File: config.mk
export PLATFORM = sky130hd
export DESIGN_NAME = fetch_stage
export DESIGN_NICKNAME = d
export VERILOG_FILES = /design/src/rtl/cpu_pkg.sv /design/src/rtl/fetch_skid_buf.sv /design/src/rtl/fetch_stage.sv
export SDC_FILE = /design/constraint.sdc
export NUM_CORES = 1
export LEC_CHECK = 0
export CAP_MARGIN = 40
export CORE_MARGIN = 5
export CORE_UTILIZATION = 49
export CTS_BUF_LIST = sky130_fd_sc_hd__clkbuf_4
export CTS_CLUSTER_SIZE = 16
export DETAILED_ROUTE_END_ITERATION = 6
export PLACE_DENSITY = 0.75
export SLEW_MARGIN = 10
export SYNTH_ARGS = -nofsm -noshare
export SYNTH_HDL_FRONTEND = slang
export SYNTH_SLANG_ARGS = --single-unit
File: constraint.sdc
create_clock -name CLK -period 3.7 [get_ports CLK]
set_clock_uncertainty 0.05 [all_clocks]
set_input_delay 0.37 -clock CLK [delete_from_list [all_inputs] [get_ports CLK]]
set_output_delay 0.37 -clock CLK [all_outputs]
set_load 0.02 [all_outputs]
File: src/rtl/cpu_pkg.sv
// Shared CPU types and constants for the pipeline stages.
// Holds the fetch bundle, fetch FSM states and exception codes.
package cpu_pkg;

  localparam int XLEN = 32;

  localparam logic [31:0] RESET_PC_DEF   = 32'h0000_3000;
  localparam logic [31:0] IMEM_BASE_DEF  = 32'h0000_3000;
  localparam logic [31:0] IMEM_BYTES_DEF = 32'h0000_1000;

  localparam logic [31:0] NOP      = 32'h0000_0000;
  localparam logic [4:0]  EXC_ADEL = 5'd4;

  typedef enum logic {
    RUN,
    DRAIN
  } fetch_state_e;

  typedef struct packed {
    logic [XLEN-1:0] instr;
    logic [XLEN-1:0] pc;
    logic            exc;
  } fetch_bundle_t;

  localparam int FB_W = $bits(fetch_bundle_t);

  function automatic logic [31:0] word_align(
    input logic [31:0] a
  );
    return {a[31:2], 2'b00};
  endfunction

endpackage

File: src/rtl/fetch_skid_buf.sv
// One-entry skid buffer for the fetch bundle.
// Flush wins over push; push and pop together replace the entry.
module fetch_skid_buf
  import cpu_pkg::*;
(
  input  logic            CLK,
  input  logic            Reset,
  input  logic            i_push,
  input  logic            i_pop,
  input  logic            i_flush,
  input  logic [FB_W-1:0] i_data,
  output logic            o_full,
  output logic [FB_W-1:0] o_data
);

  logic            r_full;
  logic [FB_W-1:0] r_data;

  always_ff @(posedge CLK) begin
    if (Reset || i_flush) begin
      r_full <= 1'b0;
    end else if (i_push) begin
      r_full <= 1'b1;
    end else if (i_pop) begin
      r_full <= 1'b0;
    end
  end

  always_ff @(posedge CLK) begin
    if (Reset) begin
      r_data <= '0;
    end else if (i_push) begin
      r_data <= i_data;
    end
  end

  assign o_full = r_full;
  assign o_data = r_data;

endmodule

File: src/rtl/fetch_stage.sv
// IF stage: PC, imem handshake, skid buffer and redirect drain.
// Define FETCH_EXC_EN for address-error exceptions (exc_o/exc_code_o).
module fetch_stage
  import cpu_pkg::*;
#(
  parameter logic [31:0] RESET_PC = RESET_PC_DEF
`ifdef FETCH_EXC_EN
  ,
  parameter logic [31:0] IMEM_BASE  = IMEM_BASE_DEF,
  parameter logic [31:0] IMEM_BYTES = IMEM_BYTES_DEF
`endif
) (
  input  logic        CLK,
  input  logic        Reset,
  input  logic        stall_i,
  input  logic        redirect_i,
  input  logic [31:0] redirect_pc_i,
  output logic        imem_req_o,
  output logic [31:0] imem_addr_o,
  input  logic        imem_ready_i,
  input  logic [31:0] imem_rdata_i,
  output logic [31:0] IMcode_o,
  output logic [31:0] PC_o,
  output logic [31:0] PC4_o,
  output logic [31:0] PC8_o,
  output logic        valid_o
`ifdef FETCH_EXC_EN
  ,
  output logic        exc_o,
  output logic [4:0]  exc_code_o
`endif
);

  fetch_state_e  r_state;
  fetch_state_e  w_state_nxt;
  logic [31:0]   r_pc;
  logic [31:0]   r_req_addr;
  logic [31:0]   r_pending_pc;
  logic [31:0]   r_pc4;
  logic [31:0]   r_pc8;
  logic          r_busy;
  logic          r_valid;
  logic          r_halt;
  fetch_bundle_t r_out;

  fetch_bundle_t w_new;
  fetch_bundle_t w_ld;
  fetch_bundle_t w_skid_q;
  logic          w_skid_full;
  logic [31:0]   w_target;
  logic          w_bad;
  logic          w_req;
  logic          w_outst;
  logic          w_fill;
  logic          w_exc_fire;
  logic          w_new_vld;
  logic          w_consume;
  logic          w_slot;
  logic          w_push;
  logic          w_pop;
  logic          w_unused;

`ifdef FETCH_EXC_EN
  assign w_target = redirect_pc_i;
  assign w_bad    = (r_pc[1:0] != 2'b00) |
                    ((r_pc - IMEM_BASE) >= IMEM_BYTES);
`else
  assign w_target = word_align(redirect_pc_i);
  assign w_bad    = 1'b0;
`endif

  assign w_req = ~Reset &
                 ((r_state == DRAIN) | r_busy |
                  (~w_skid_full & ~r_halt & ~w_bad));

  assign imem_req_o  = w_req;
  assign imem_addr_o = (r_busy | (r_state == DRAIN))
                       ? r_req_addr : r_pc;

  assign w_outst    = w_req & ~imem_ready_i;
  assign w_fill     = (r_state == RUN) & w_req &
                      imem_ready_i & ~redirect_i;
  assign w_exc_fire = (r_state == RUN) & ~r_busy &
                      ~w_skid_full & ~r_halt & w_bad &
                      ~redirect_i & ~Reset;
  assign w_new_vld  = w_fill | w_exc_fire;
  assign w_consume  = r_valid & ~stall_i;
  assign w_slot     = ~r_valid | w_consume;

  // Older skid content always leaves first; the new word queues behind it.
  assign w_push = ~redirect_i & w_new_vld &
                  (~w_slot | w_skid_full);
  assign w_pop  = ~redirect_i & w_skid_full & w_consume;

  always_comb begin
    w_new = '0;
    if (w_exc_fire) begin
      w_new.instr = NOP;
      w_new.pc    = r_pc;
      w_new.exc   = 1'b1;
    end else begin
      w_new.instr = imem_rdata_i;
      w_new.pc    = imem_addr_o;
    end
  end

  assign w_ld = w_skid_full ? w_skid_q : w_new;

  fetch_skid_buf u_skid (
    .CLK     (CLK),
    .Reset   (Reset),
    .i_push  (w_push),
    .i_pop   (w_pop),
    .i_flush (redirect_i),
    .i_data  (w_new),
    .o_full  (w_skid_full),
    .o_data  (w_skid_q)
  );

  always_comb begin
    w_state_nxt = r_state;
    unique case (r_state)
      RUN: begin
        if (redirect_i && w_outst) begin
          w_state_nxt = DRAIN;
        end
      end
      DRAIN: begin
        if (imem_ready_i) begin
          w_state_nxt = RUN;
        end
      end
    endcase
  end

  always_ff @(posedge CLK) begin
    if (Reset) begin
      r_state <= RUN;
    end else begin
      r_state <= w_state_nxt;
    end
  end

  always_ff @(posedge CLK) begin
    if (Reset) begin
      r_pc         <= RESET_PC;
      r_req_addr   <= RESET_PC;
      r_pending_pc <= RESET_PC;
      r_busy       <= 1'b0;
      r_valid      <= 1'b0;
      r_halt       <= 1'b0;
      r_out        <= '0;
      r_pc4        <= '0;
      r_pc8        <= '0;
    end else begin
      r_req_addr <= imem_addr_o;
      r_busy     <= w_outst;
      if (redirect_i) begin
        r_valid      <= 1'b0;
        r_halt       <= 1'b0;
        r_pc         <= w_target;
        r_pending_pc <= w_target;
      end else begin
        if ((r_state == DRAIN) && imem_ready_i) begin
          r_pc <= r_pending_pc;
        end else if (w_fill) begin
          r_pc <= r_pc + 32'd4;
        end
        if (w_exc_fire) begin
          r_halt <= 1'b1;
        end
        if (w_slot) begin
          if (w_skid_full || w_new_vld) begin
            r_out   <= w_ld;
            r_pc4   <= w_ld.pc + 32'd4;
            r_pc8   <= w_ld.pc + 32'd8;
            r_valid <= 1'b1;
          end else begin
            r_valid <= 1'b0;
          end
        end
      end
    end
  end

  assign IMcode_o = r_out.instr;
  assign PC_o     = r_out.pc;
  assign PC4_o    = r_pc4;
  assign PC8_o    = r_pc8;
  assign valid_o  = r_valid;

`ifdef FETCH_EXC_EN
  assign exc_o      = r_out.exc;
  assign exc_code_o = r_out.exc ? EXC_ADEL : 5'd0;
`endif

  assign w_unused = ^{redirect_pc_i[1:0], r_out.exc};

endmodule

==> impl_metrics.tcl <==
# place-and-route summary
set metrics [dict create \
    cts.sinks 285 \
    clk_pin_slew_ns 0.06 \
    io_pins 231 \
    die_w_um 175 \
    dr.pass1.iters 5 \
    worstHoldStart "Reset" \
    dr.first_iter.drc_count 1315 \
    period_used_share 0.918 \
    crit_buf_inv 2 \
    ant_nets 0 \
    p_total_w 0.00708 \
    drc 0 \
    max_freq_mhz 294 \
    slew_violations 0 \
    grt_max_degree 72 \
    xor_share 0.0222 \
    hold_path.class "in -> reg" \
    syn_to_final_growth_pct 26.0 \
    stdcell_count 2203 \
    drt-met1-wl_mm 17.5 \
    setup_violations 0 \
    final.min_clock_period_ns 3.40 \
    postSynthNetCount 1658 \
    gr-total-overflow 0 \
    ff_type "dfxtp_1" \
    hpwl_mm 28.4 \
    reg2reg_from "r_state$_SDFF_PP0_" \
    status "complete, no violations" \
    cts_tree "built" \
    ys_sh_adder 0.00280 \
    cp_num_cells 8 \
    peakVddDrop_mv 0.274 \
    synthCells 1586 \
    crit_family "simple AND/OR/NAND/NOR gates" \
    area_leaders "dfxtp_1 43%, mux2i_1 6.1%, nor2_1 6.1%, a211oi_1 5.4%, nand2_1 5.0%" \
]
## layer usage
| layer | up-vias | GRT usage |
|---|---|---|
| met5 | - | 0 |
| met4 | 0 | 0.0913 |
| met3 | 93 | 0.0448 |
| met2 | 520 | 0.409 |
| met1 | 6035 | 0.343 |
| li1 | 6166 | - |
## report_power, final
part / switching (W) / leakage, nW / total [W] / internal, W
Combinational: 0.000610 / 3.31 / 0.00105 / 0.000438
Sequential: 0.0000993 / 2.32 / 0.00329 / 0.00319
Clock: 0.00127 / 0.589 / 0.00274 / 0.00148
Total: 0.00198 / 6.22 / 0.00708 / 0.00510
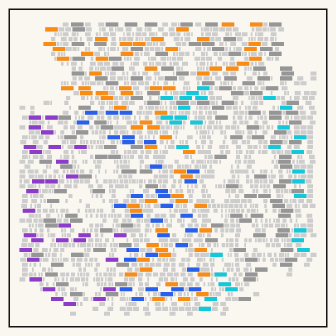
flops_by_reg.png
Key: `r_pending_pc` = purple [placed flops 30]; `r_req_addr` = blue [placed flops 32]; `PC_o` = cyan [placed flops 29]; `u_skid.o_data` = orange [placed flops 64]
Another 130 sequential cells are not colored.
sequential group power: 0.00329 W
storage element area: 5710 µm²
sequential share of cell area: 0.339
final core utilization: 0.626

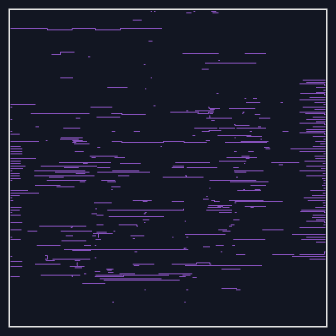
layer_met3.png
The layer carries 2840 µm of wire. The longest straight run is 68.5 µm. The wires run mostly horizontal. The layer holds 7.0% of the routed length. 246 nets have wire on it.
WL final: 40.7 mm
GR Util met3: 0.0448
via count: 12800

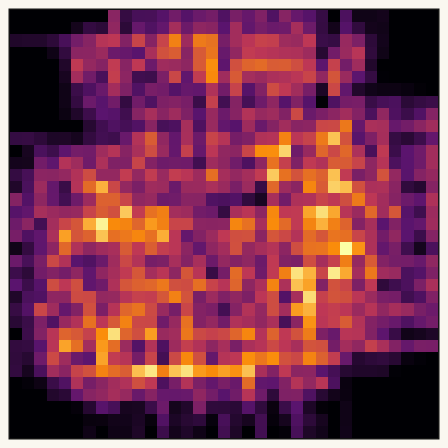
metal_density.png
35 x 35 tiles, from black (low) to pale yellow (high), scaled to the fullest tile. Values are wire area over tile area, all layers added.
24% of the tiles are over half the peak. The mean over all tiles is 0.22. The emptiest ninth of the die: north-west. 12% of the tiles are nearly empty. The fullest tile reaches 0.63.
total track usage: 0.254
routed len/inst: 18.5 µm

Power is estimated from default activity; no workload was simulated.
